===== config.mk =====
export PLATFORM = sky130hd
export DESIGN_NAME = fetch_unit
export DESIGN_NICKNAME = d
export VERILOG_FILES = /design/src/rtl/fetch_unit.sv
export SDC_FILE = /design/constraint.sdc
export NUM_CORES = 1
export LEC_CHECK = 0
export CORE_AREA = 4 4 277 279
export CTS_CLUSTER_DIAMETER = 60
export DETAILED_ROUTE_END_ITERATION = 16
export DIE_AREA = 0 0 281 283
export MAX_ROUTING_LAYER = met4
export PLACE_DENSITY = 0.63
export SYNTH_ARGS = -nofsm -noshare
export SYNTH_HDL_FRONTEND = slang
export SYNTH_SLANG_ARGS = --single-unit

===== constraint.sdc =====
create_clock -name clock_i -period 5.4 [get_ports clock_i]
set_clock_uncertainty 0.15 [all_clocks]
set_input_delay 0.54 -clock clock_i [delete_from_list [all_inputs] [get_ports clock_i]]
set_output_delay 0.54 -clock clock_i [all_outputs]
set_load 0.05 [all_outputs]

===== src/rtl/fetch_unit.sv =====
// Fetch unit: owns the PC, requests 16-byte aligned blocks from the I-cache and
// writes left-justified instruction bundles into the fetch queue.
`timescale 1ns/1ps
module fetch_unit #(
  parameter int unsigned             addressWidth            = 64,
  parameter int unsigned             instructionWidth        = 32,
  parameter int unsigned             maxBundleSize           = 128,
  parameter int unsigned             PidSize                 = 32,
  parameter int unsigned             TidSize                 = 64,
  parameter int unsigned             instructionCounterWidth = 64,
  parameter logic [addressWidth-1:0] resetVector             = '0
) (
  input  logic                               clock_i,
  input  logic                               reset_i,
  input  logic                               enable_i,
  input  logic [PidSize-1:0]                 pid_i,
  input  logic [TidSize-1:0]                 tid_i,
  input  logic                               redirect_i,
  input  logic [addressWidth-1:0]            redirectAddress_i,
  output logic                               icacheReq_o,
  output logic [addressWidth-1:0]            icacheAddress_o,
  input  logic                               icacheAck_i,
  input  logic [maxBundleSize-1:0]           icacheData_i,
  input  logic                               queueFull_i,
  output logic                               bundleWrite_o,
  output logic [addressWidth-1:0]            bundleAddress_o,
  output logic [1:0]                         bundleLen_o,
  output logic [PidSize-1:0]                 bundlePid_o,
  output logic [TidSize-1:0]                 bundleTid_o,
  output logic [instructionCounterWidth-1:0] bundleStartMajId_o,
  output logic [maxBundleSize-1:0]           bundle_o
);

  localparam int unsigned AW     = addressWidth;
  localparam int unsigned CW     = instructionCounterWidth;
  localparam int unsigned ShiftW = $clog2(maxBundleSize);

  typedef enum logic [1:0] {S_IDLE, S_REQUEST, S_WAIT, S_HOLD} state_t;

  state_t                   r_state, w_next_state;
  logic [AW-1:0]            r_pc, w_next_pc, w_redirect_pc, w_next_block, w_pc_step;
  logic [CW-1:0]            r_maj_id, w_next_maj_id, w_maj_step;
  logic                     r_discard, w_next_discard;
  logic                     w_latch, w_fire;
  logic [1:0]               w_slot, w_len;
  logic [2:0]               w_count;
  logic [ShiftW-1:0]        w_shift;

  logic                     r_req;
  logic [AW-1:0]            r_req_addr;
  logic                     r_write;
  logic [AW-1:0]            r_b_addr;
  logic [1:0]               r_b_len;
  logic [PidSize-1:0]       r_b_pid;
  logic [TidSize-1:0]       r_b_tid;
  logic [CW-1:0]            r_b_maj;
  logic [maxBundleSize-1:0] r_bundle;
  logic                     w_unused;

  // Slot of the PC within its block determines how many instructions the bundle carries.
  assign w_slot        = r_pc[3:2];
  assign w_len         = 2'd3 - w_slot;
  assign w_count       = {1'b0, w_len} + 3'd1;
  assign w_pc_step     = AW'({w_count, 2'b00});
  assign w_maj_step    = CW'(w_count);
  assign w_shift       = ShiftW'(w_slot) * ShiftW'(instructionWidth);
  assign w_redirect_pc = {redirectAddress_i[AW-1:2], 2'b00};
  assign w_next_block  = {w_next_pc[AW-1:4], 4'b0000};
  assign w_unused      = ^redirectAddress_i[1:0];

  always_comb begin
    w_next_state   = r_state;
    w_next_pc      = r_pc;
    w_next_maj_id  = r_maj_id;
    w_next_discard = r_discard;
    w_latch        = 1'b0;
    w_fire         = 1'b0;
    unique case (r_state)
      S_IDLE: begin
        if (redirect_i) begin
          w_next_pc = w_redirect_pc;
        end else if (enable_i) begin
          w_next_state = S_REQUEST;
        end
      end
      S_REQUEST: begin
        if (redirect_i) begin
          w_next_pc    = w_redirect_pc;
          w_next_state = S_REQUEST;
        end else begin
          w_next_state = S_WAIT;
        end
      end
      S_WAIT: begin
        // A redirect without its ack leaves one stale ack to swallow.
        if (redirect_i) begin
          w_next_pc = w_redirect_pc;
          if (icacheAck_i) begin
            w_next_discard = 1'b0;
            w_next_state   = S_REQUEST;
          end else begin
            w_next_discard = 1'b1;
          end
        end else if (icacheAck_i) begin
          if (r_discard) begin
            w_next_discard = 1'b0;
            w_next_state   = S_REQUEST;
          end else begin
            w_latch = 1'b1;
            if (queueFull_i) begin
              w_next_state = S_HOLD;
            end else begin
              w_fire       = 1'b1;
              w_next_state = enable_i ? S_REQUEST : S_IDLE;
            end
          end
        end
      end
      S_HOLD: begin
        if (redirect_i) begin
          w_next_pc    = w_redirect_pc;
          w_next_state = S_REQUEST;
        end else if (!queueFull_i) begin
          w_fire       = 1'b1;
          w_next_state = enable_i ? S_REQUEST : S_IDLE;
        end
      end
      default: w_next_state = S_IDLE;
    endcase
    // PC and major id advance together with the write pulse.
    if (w_fire) begin
      w_next_pc     = r_pc + w_pc_step;
      w_next_maj_id = r_maj_id + w_maj_step;
    end
  end

  always_ff @(posedge clock_i) begin
    if (reset_i) begin
      r_state    <= S_IDLE;
      r_pc       <= resetVector;
      r_maj_id   <= '0;
      r_discard  <= 1'b0;
      r_req      <= 1'b0;
      r_req_addr <= '0;
      r_write    <= 1'b0;
      r_b_addr   <= '0;
      r_b_len    <= '0;
      r_b_pid    <= '0;
      r_b_tid    <= '0;
      r_b_maj    <= '0;
      r_bundle   <= '0;
    end else begin
      r_state   <= w_next_state;
      r_pc      <= w_next_pc;
      r_maj_id  <= w_next_maj_id;
      r_discard <= w_next_discard;
      r_req     <= (w_next_state == S_REQUEST);
      if (w_next_state == S_REQUEST) begin
        r_req_addr <= w_next_block;
      end
      r_write <= w_fire;
      if (w_latch) begin
        r_b_addr <= r_pc;
        r_b_len  <= w_len;
        r_b_pid  <= pid_i;
        r_b_tid  <= tid_i;
        r_b_maj  <= r_maj_id;
        r_bundle <= icacheData_i << w_shift;
      end
    end
  end

  assign icacheReq_o        = r_req;
  assign icacheAddress_o    = r_req_addr;
  assign bundleWrite_o      = r_write;
  assign bundleAddress_o    = r_b_addr;
  assign bundleLen_o        = r_b_len;
  assign bundlePid_o        = r_b_pid;
  assign bundleTid_o        = r_b_tid;
  assign bundleStartMajId_o = r_b_maj;
  assign bundle_o           = r_bundle;

endmodule

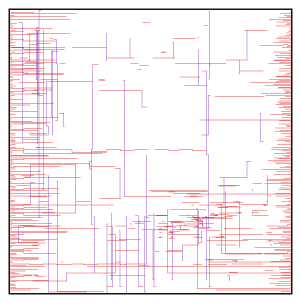
Run 1: wiring by layer
Scale: 1 px per um. Only two layers are drawn.
[M3] red | wire length: 9770 um
[M4] purple | wire length: 3540 um
all-layer global routing usage: 0.227
post-detailed-route wirelength per cell: 20.9 um
routed wire length: 92700 um

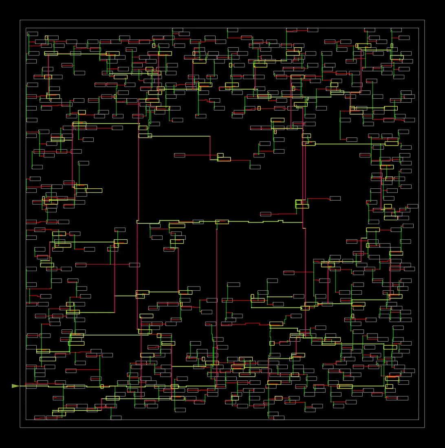
Run 1: clock wiring as the flow saved it
number of buffers added by the clock tree synthesis step: 67
clock tree buffer count of the final layout: 93
Seq cells: 543

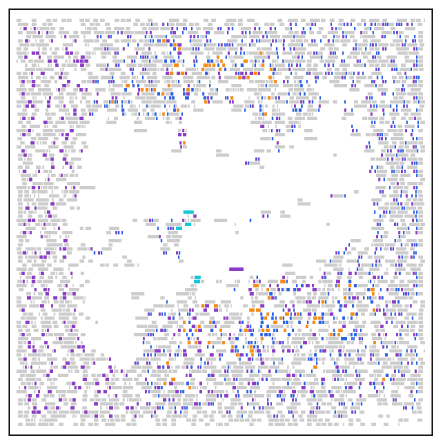
Run 1: gate-type map
Scale: 1.5 px per um.
[aoi and oai cells] purple | cells: 592 | most used: a21oi_1 | where: spread over the die
[fa/ha/maj cells] cyan | cells: 5 | most used: ha_1 | where: middle
[and/or cells] orange | cells: 94 | most used: and3_1
[nand cells] blue | cells: 682 | most used: nand2_1
non-filler instance count after layout: 4445
logic share of the area: 0.338
Top cell excl fill/tap: sky130_fd_sc_hd__clkdlybuf4s50_1

==> impl_table.tex, run 1 <==
% Auto-generated results table
\begin{tabular}{lr}
\hline
Metric & Value \\
\hline
\multicolumn{2}{l}{\textbf{Global routing}} \\
\quad Met2 usage & 0.358 \\
\quad Grt total ovfl & 0 \\
\quad Via count of the first global-routing pass & 21.9k \\
\quad Met3 Usage GRT & 0.0841 \\
\quad Maximum number of pins on one net before global-route repair & 174 \\
\quad Busiest layer in global routing & met2 \\
\multicolumn{2}{l}{\textbf{Yosys}} \\
\quad Share of flip-flops with an asynchronous set or reset after synthesis & 0 \\
\quad Register share after synthesis & 0.473 \\
\quad Commonest cells in the netlist & sky130\_fd\_sc\_hd\_\_dfxtp\_1 (543), sky130\_fd\_sc\_hd\_\_nand2\_1 (525), sky130\_fd\_sc\_hd\_\_a21oi\_1 (328), sky130\_fd\_sc\_hd\_\_nor2\_1 (273), sky130\_fd\_sc\_hd\_\_clkbuf\_1 (199) \\
\quad Syn Area/Cell & 8.12 um2 \\
\quad Leading register cell type out of synthesis & sky130\_fd\_sc\_hd\_\_dfxtp\_1 \\
\quad Total cell area reported by yosys after synthesis & 23000 um2 \\
\quad Top cell type by total area after synthesis & sky130\_fd\_sc\_hd\_\_dfxtp\_1 \\
\quad Top cells by area in the synthesized netlist & sky130\_fd\_sc\_hd\_\_dfxtp\_1 (47\%), sky130\_fd\_sc\_hd\_\_nand2\_1 (8.6\%), sky130\_fd\_sc\_hd\_\_a21oi\_1 (7.1\%) \\
\quad Post-Synth Simple-Gate Area & 0.247 \\
\multicolumn{2}{l}{\textbf{Worst setup path}} \\
\quad Worst setup startpoint & r\_pc[2] \\
\quad Crit-path cells & inv\_1, ha\_1, buf\_4, nor2b\_1, xor2\_1, nand4\_1, nor3\_1, a211oi\_1, a2111oi\_0 \\
\quad Reg-to-reg endpoint & r\_pc[54] \\
\quad Maximum net fanout on the critical path & 11 \\
\quad Termination of the worst setup path & r\_pc[54] \\
\quad Critical path launch point type & flop \\
\multicolumn{2}{l}{\textbf{STA}} \\
\quad Transition time of the tightest slew-check pin & 1.24 ns \\
\quad Post-layout min period & 3.95 ns \\
\quad Hold\_ws & 0.236 ns \\
\quad Final Hold Violation Tally & 0 \\
\multicolumn{2}{l}{\textbf{CTS}} \\
\quad Root buf cell & sky130\_fd\_sc\_hd\_\_clkbuf\_16 \\
\quad Post-CTS setup buffer count & 0 \\
\quad Hold buffer count at CTS & 0 \\
\quad Resize count post-CTS & 0 \\
\quad Latency at later pin & 0.61 ns \\
\multicolumn{2}{l}{\textbf{Route}} \\
\quad Via count & 23.1k \\
\quad Amount of wire on met3 after detailed routing & 9770 um \\
\quad Met2 WL post-DR & 43400 um \\
\quad Detail-routed via count per cell & 5.19 \\
\quad 1st-iter DRT viols & 1569 \\
\quad Count of TritonRoute iterations in the first routing pass & 5 \\
\multicolumn{2}{l}{\textbf{Run}} \\
\quad Number of warnings in the stage logs & 35 \\
\quad Max Cap Violations & 0 \\
\multicolumn{2}{l}{\textbf{Hold path}} \\
\quad Number of cells on the worst hold path & 2 \\
\quad Min-Delay Path Class & in -> reg \\
\multicolumn{2}{l}{\textbf{Placement}} \\
\quad Number of buffers inserted by port buffering & 705 \\
\quad Placed cells & 4308 \\
\quad RD Place Congestion & 0.896 \\
\multicolumn{2}{l}{\textbf{Layout}} \\
\quad Fraction of final layout cells with drive strength greater than 1 & 0.0627 \\
\quad Sequential standard cell area & 10900 um2 \\
\quad Cell kind with the greatest summed area & multi-input combinational cells \\
\quad Multi-input gates & 2038 \\
\quad Final Cell Area & 33100 um2 \\
\quad Clock buffer and inverter area fraction after layout & 0.0714 \\
\quad Nonclk buf count & 735 \\
\quad Most frequent cells in the layout & sky130\_fd\_sc\_hd\_\_clkdlybuf4s50\_1 (703), sky130\_fd\_sc\_hd\_\_dfxtp\_1 (541), sky130\_fd\_sc\_hd\_\_nand2\_1 (525) \\
\quad Seq area share & 0.329 \\
\multicolumn{2}{l}{\textbf{Power and ir drop}} \\
\quad Static leakage power & 11.1 nW \\
\quad P\_sw & 0.00258 W \\
\quad Power dissipated in sequential cells & 0.00418 W \\
\quad Post-layout power & 0.0100 W \\
\quad Clock share of power & 0.478 \\
\quad Worst vdd ir & 0.190 mV \\
\multicolumn{2}{l}{\textbf{Floorplan}} \\
\quad Die boundary width & 281 um \\
\multicolumn{2}{l}{\textbf{Status}} \\
\quad Outcome & completed \\
\hline
\end{tabular}
## run 1: state kept, by name, summed over array words and instances (netlist names)
signal and flops:
bundleWrite_o 1, bundle_o 128, icacheAddress_o 60, bundleAddress_o 62
bundleStartMajId_o 64, r_discard 1, r_maj_id 64, bundleTid_o 64
r_pc 62, r_state 2, bundlePid_o 32, bundleLen_o 2
icacheReq_o 1
## run 1: worst max-delay path, delay by kind of cell (launching register included)
kind	cells	cell delay [ns]
AND/OR/NAND/NOR	3	1.79
XOR/XNOR	1	0.53
AND-OR/OR-AND	2	0.51
flip-flops	1	0.34
buffers and inverters	2	0.31
adder cells (fa/ha/maj)	1	0.18
--- run 2 (diff from run 1) ---
- CORE_AREA: 4 4 277 279 -> 4 4 273 275
- DIE_AREA: 0 0 281 283 -> 0 0 277 279
- PLACE_DENSITY: 0.63 -> 0.67
- clock period: 5.4 -> 3.5 ns (I/O delays scaled with it)
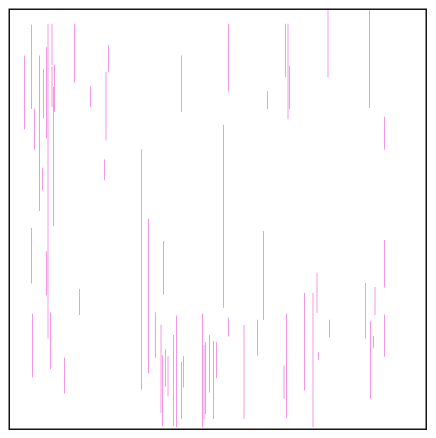
Run 2: the metal 4 layer
Scale: 1.5 px per um.
main direction: vertical
share of all routed wire: 3.4%
nets with wire on the layer: 48
wire length on this layer: 3100 um

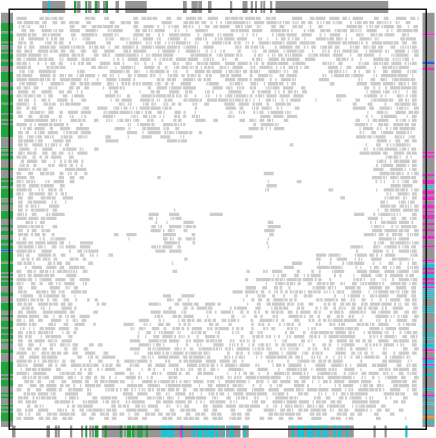
Run 2: ports around the boundary
Scale: 1.5 px per um. Pins as bars across the die edge, other pins in gray.
[bundle_o] green | pins: 128 | direction: output | edge: 112 left, 12 bottom, 4 top
[bundleLen_o] blue | pins: 2 | direction: output | edge: 1 right, 1 left
[pid_i] magenta | pins: 32 | direction: input | edge: 31 right, 1 bottom
[icacheAddress_o] cyan | pins: 64 | direction: output | edge: 38 bottom, 25 right, 1 top
[queueFull_i] orange | pins: 1 | direction: input | edge: right
all pins by edge: 203 right, 203 left, 163 bottom, 145 top

==> run 2 against run 1 <==
Against the previous run: flip-flop count is the same; worst hold slack got worse by 0.11 ns; setup slack worse by 1.0 ns; first-iteration DRC count rose by 9.1%; clock power up 38%; final cell count up 0.70%; total power grew 47%; critical endpoint is now r_maj_id[26].
==> impl_table.tex, run 2 <==
% Auto-generated results table
\begin{tabular}{lr}
\hline
Metric & Value \\
\hline
\multicolumn{2}{l}{\textbf{Status}} \\
\quad Outcome & completed \\
\multicolumn{2}{l}{\textbf{Power and ir drop}} \\
\quad P\_sw & 0.00387 W \\
\quad Power density over the cells & 443 nW/um2 \\
\quad Clock share of power & 0.449 \\
\quad Static leakage power & 11.2 nW \\
\quad Worst vdd ir & 0.445 mV \\
\quad Top power group & the clock network \\
\quad Power dissipated in sequential cells & 0.00645 W \\
\quad Post-layout power & 0.0147 W \\
\quad Internal & 0.0109 W \\
\multicolumn{2}{l}{\textbf{Yosys}} \\
\quad Total cell area reported by yosys after synthesis & 23000 um2 \\
\quad Leading register cell type out of synthesis & sky130\_fd\_sc\_hd\_\_dfxtp\_1 \\
\quad Top cell type by total area after synthesis & sky130\_fd\_sc\_hd\_\_dfxtp\_1 \\
\quad Syn Area/Cell & 8.12 um2 \\
\quad Top cells by area in the synthesized netlist & sky130\_fd\_sc\_hd\_\_dfxtp\_1 (47\%), sky130\_fd\_sc\_hd\_\_nand2\_1 (8.6\%), sky130\_fd\_sc\_hd\_\_a21oi\_1 (7.1\%) \\
\quad Register share after synthesis & 0.473 \\
\quad Leading cell type by number of instances after synthesis & sky130\_fd\_sc\_hd\_\_dfxtp\_1 \\
\quad Area fraction in compound gates & 0.171 \\
\quad Portion of synthesized cell area occupied by the leading cell type & 0.473 \\
\quad Commonest cells in the netlist & sky130\_fd\_sc\_hd\_\_dfxtp\_1 (543), sky130\_fd\_sc\_hd\_\_nand2\_1 (525), sky130\_fd\_sc\_hd\_\_a21oi\_1 (328), sky130\_fd\_sc\_hd\_\_nor2\_1 (273), sky130\_fd\_sc\_hd\_\_clkbuf\_1 (199) \\
\quad Ys cells & 2828 \\
\quad Share of flip-flops with an asynchronous set or reset after synthesis & 0 \\
\quad Post-Synth Simple-Gate Area & 0.247 \\
\quad Gate count of the mapped netlist & 2828 \\
\multicolumn{2}{l}{\textbf{Layout}} \\
\quad Fraction of final layout cells with drive strength greater than 1 & 0.0754 \\
\quad Non-filler instance count after layout & 4476 \\
\quad Finished Core Util & 0.460 \\
\quad Most frequent cells in the layout & sky130\_fd\_sc\_hd\_\_clkdlybuf4s50\_1 (703), sky130\_fd\_sc\_hd\_\_dfxtp\_1 (541), sky130\_fd\_sc\_hd\_\_nand2\_1 (525) \\
\quad Number of nets in the finished design & 3752 \\
\quad Max reg flops & 128 \\
\quad Top cell excl fill/tap & sky130\_fd\_sc\_hd\_\_clkdlybuf4s50\_1 \\
\quad Final Cell Area & 33300 um2 \\
\multicolumn{2}{l}{\textbf{Global routing}} \\
\quad Busiest layer in global routing & met2 \\
\quad Met3 Usage GRT & 0.0696 \\
\quad Via count of the first global-routing pass & 22.3k \\
\quad All-layer global routing usage & 0.231 \\
\quad Met2 usage & 0.379 \\
\quad Maximum number of pins on one net before global-route repair & 165 \\
\quad Grt total ovfl & 0 \\
\multicolumn{2}{l}{\textbf{Route}} \\
\quad Number of nets with antenna violations after routing & 0 \\
\quad Post-detailed-route wirelength per cell & 20.5 um \\
\quad 1st-iter DRT viols & 1711 \\
\quad Amount of wire on met3 after detailed routing & 8300 um \\
\quad Drt drc & 0 \\
\quad Routed wire length & 91900 um \\
\quad Via count & 23.4k \\
\quad Top layer used by detailed routing & met4 \\
\quad Routed met1 length & 36600 um \\
\quad Detail-routed via count per cell & 5.22 \\
\quad Met2 WL post-DR & 43900 um \\
\quad Count of TritonRoute iterations in the first routing pass & 5 \\
\multicolumn{2}{l}{\textbf{Hold path}} \\
\quad Hold\_sp & pid\_i[10] \\
\quad Min-Delay Path Class & in -> reg \\
\quad Worst hold endpoint & bundlePid\_o[10] \\
\quad Number of cells on the worst hold path & 3 \\
\multicolumn{2}{l}{\textbf{CTS}} \\
\quad Count of H-tree levels built during CTS & 2 \\
\quad Root buf cell & sky130\_fd\_sc\_hd\_\_clkbuf\_16 \\
\quad Post-CTS setup buffer count & 0 \\
\quad Clock input transition at the sequential cells of the worst setup and hold paths & 0.06 ns \\
\multicolumn{2}{l}{\textbf{Placement}} \\
\quad Number of buffers inserted by port buffering & 705 \\
\quad RD Place Congestion & 0.890 \\
\quad Placed cells & 4348 \\
\multicolumn{2}{l}{\textbf{Worst setup path}} \\
\quad Reg-to-reg endpoint & r\_maj\_id[26] \\
\quad Critical path launch point type & flop \\
\quad Crit-path cells & inv\_1, ha\_1, inv\_1, fa\_1, nor3b\_1, a21oi\_1, or4b\_1, or4\_1, nand2\_1 \\
\quad Critical Path Stages & 9 \\
\quad Maximum net fanout on the critical path & 4 \\
\quad Termination of the worst setup path & r\_maj\_id[26] \\
\quad Reg-to-reg slack, setup & 0.43 ns \\
\quad Top cell family by delay on the critical path & simple AND/OR/NAND/NOR gates \\
\quad WP buf/inv & 2 \\
\quad Worst setup startpoint & r\_pc[2] \\
\quad Data arrival at the endpoint of the critical path & 3.47 ns \\
\quad Cell count of the worst reg-to-reg path & 9 \\
\multicolumn{2}{l}{\textbf{STA}} \\
\quad Final-report max-slew violation count & 0 \\
\quad Final Hold Violation Tally & 0 \\
\quad Worst slew margin & 0.341 \\
\quad Hold\_ws & 0.123 ns \\
\quad Transition time of the tightest slew-check pin & 0.989 ns \\
\quad Post-layout min period & 3.07 ns \\
\multicolumn{2}{l}{\textbf{Floorplan}} \\
\quad Die y size & 279 um \\
\quad \# rows & 99 \\
\quad Effective utilization at floorplan & 0.318 \\
\quad Die boundary width & 277 um \\
\multicolumn{2}{l}{\textbf{Run}} \\
\quad Number of warnings in the stage logs & 35 \\
\quad Max Cap Violations & 0 \\
\hline
\end{tabular}
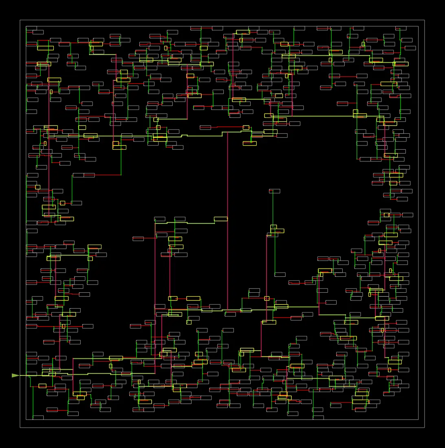
Run 2: clock wiring as the flow saved it
number of sinks driven by the clock tree: 543
number of buffers added by the clock tree synthesis step: 61
Latency at later pin: 0.63 ns
Clk. pwr: 0.00662 W

==> run 2: kinds of logic after synthesis <==
group,after synthesis
flip-flops,543
buffers and inverters,252
AND/OR/NAND/NOR,1253
AND-OR/OR-AND,629
multiplexers,87
other,1
XOR/XNOR,58
adder cells (fa/ha/maj),5
==> run 2: final cells by class <==
class	instances	area (um2)
fill	7192	39100
clock inverter	29	322
antenna	14	35.0
clock buffer	84	1770
timing repair buffer	786	7810
multi-input combinational	2038	11200
tap	959	1200
inverter	23	87.6
sequential	543	10900
==> run 2: what timing repair did <==
action | CTS | global route
resized | 0 | 1
hold endpoints to repair | 56 | 0
endpoints found under the setup margin | 0 | 1
hold buffers | 1 | 0
No activity file was given, so power comes from the tool's default toggle rates.
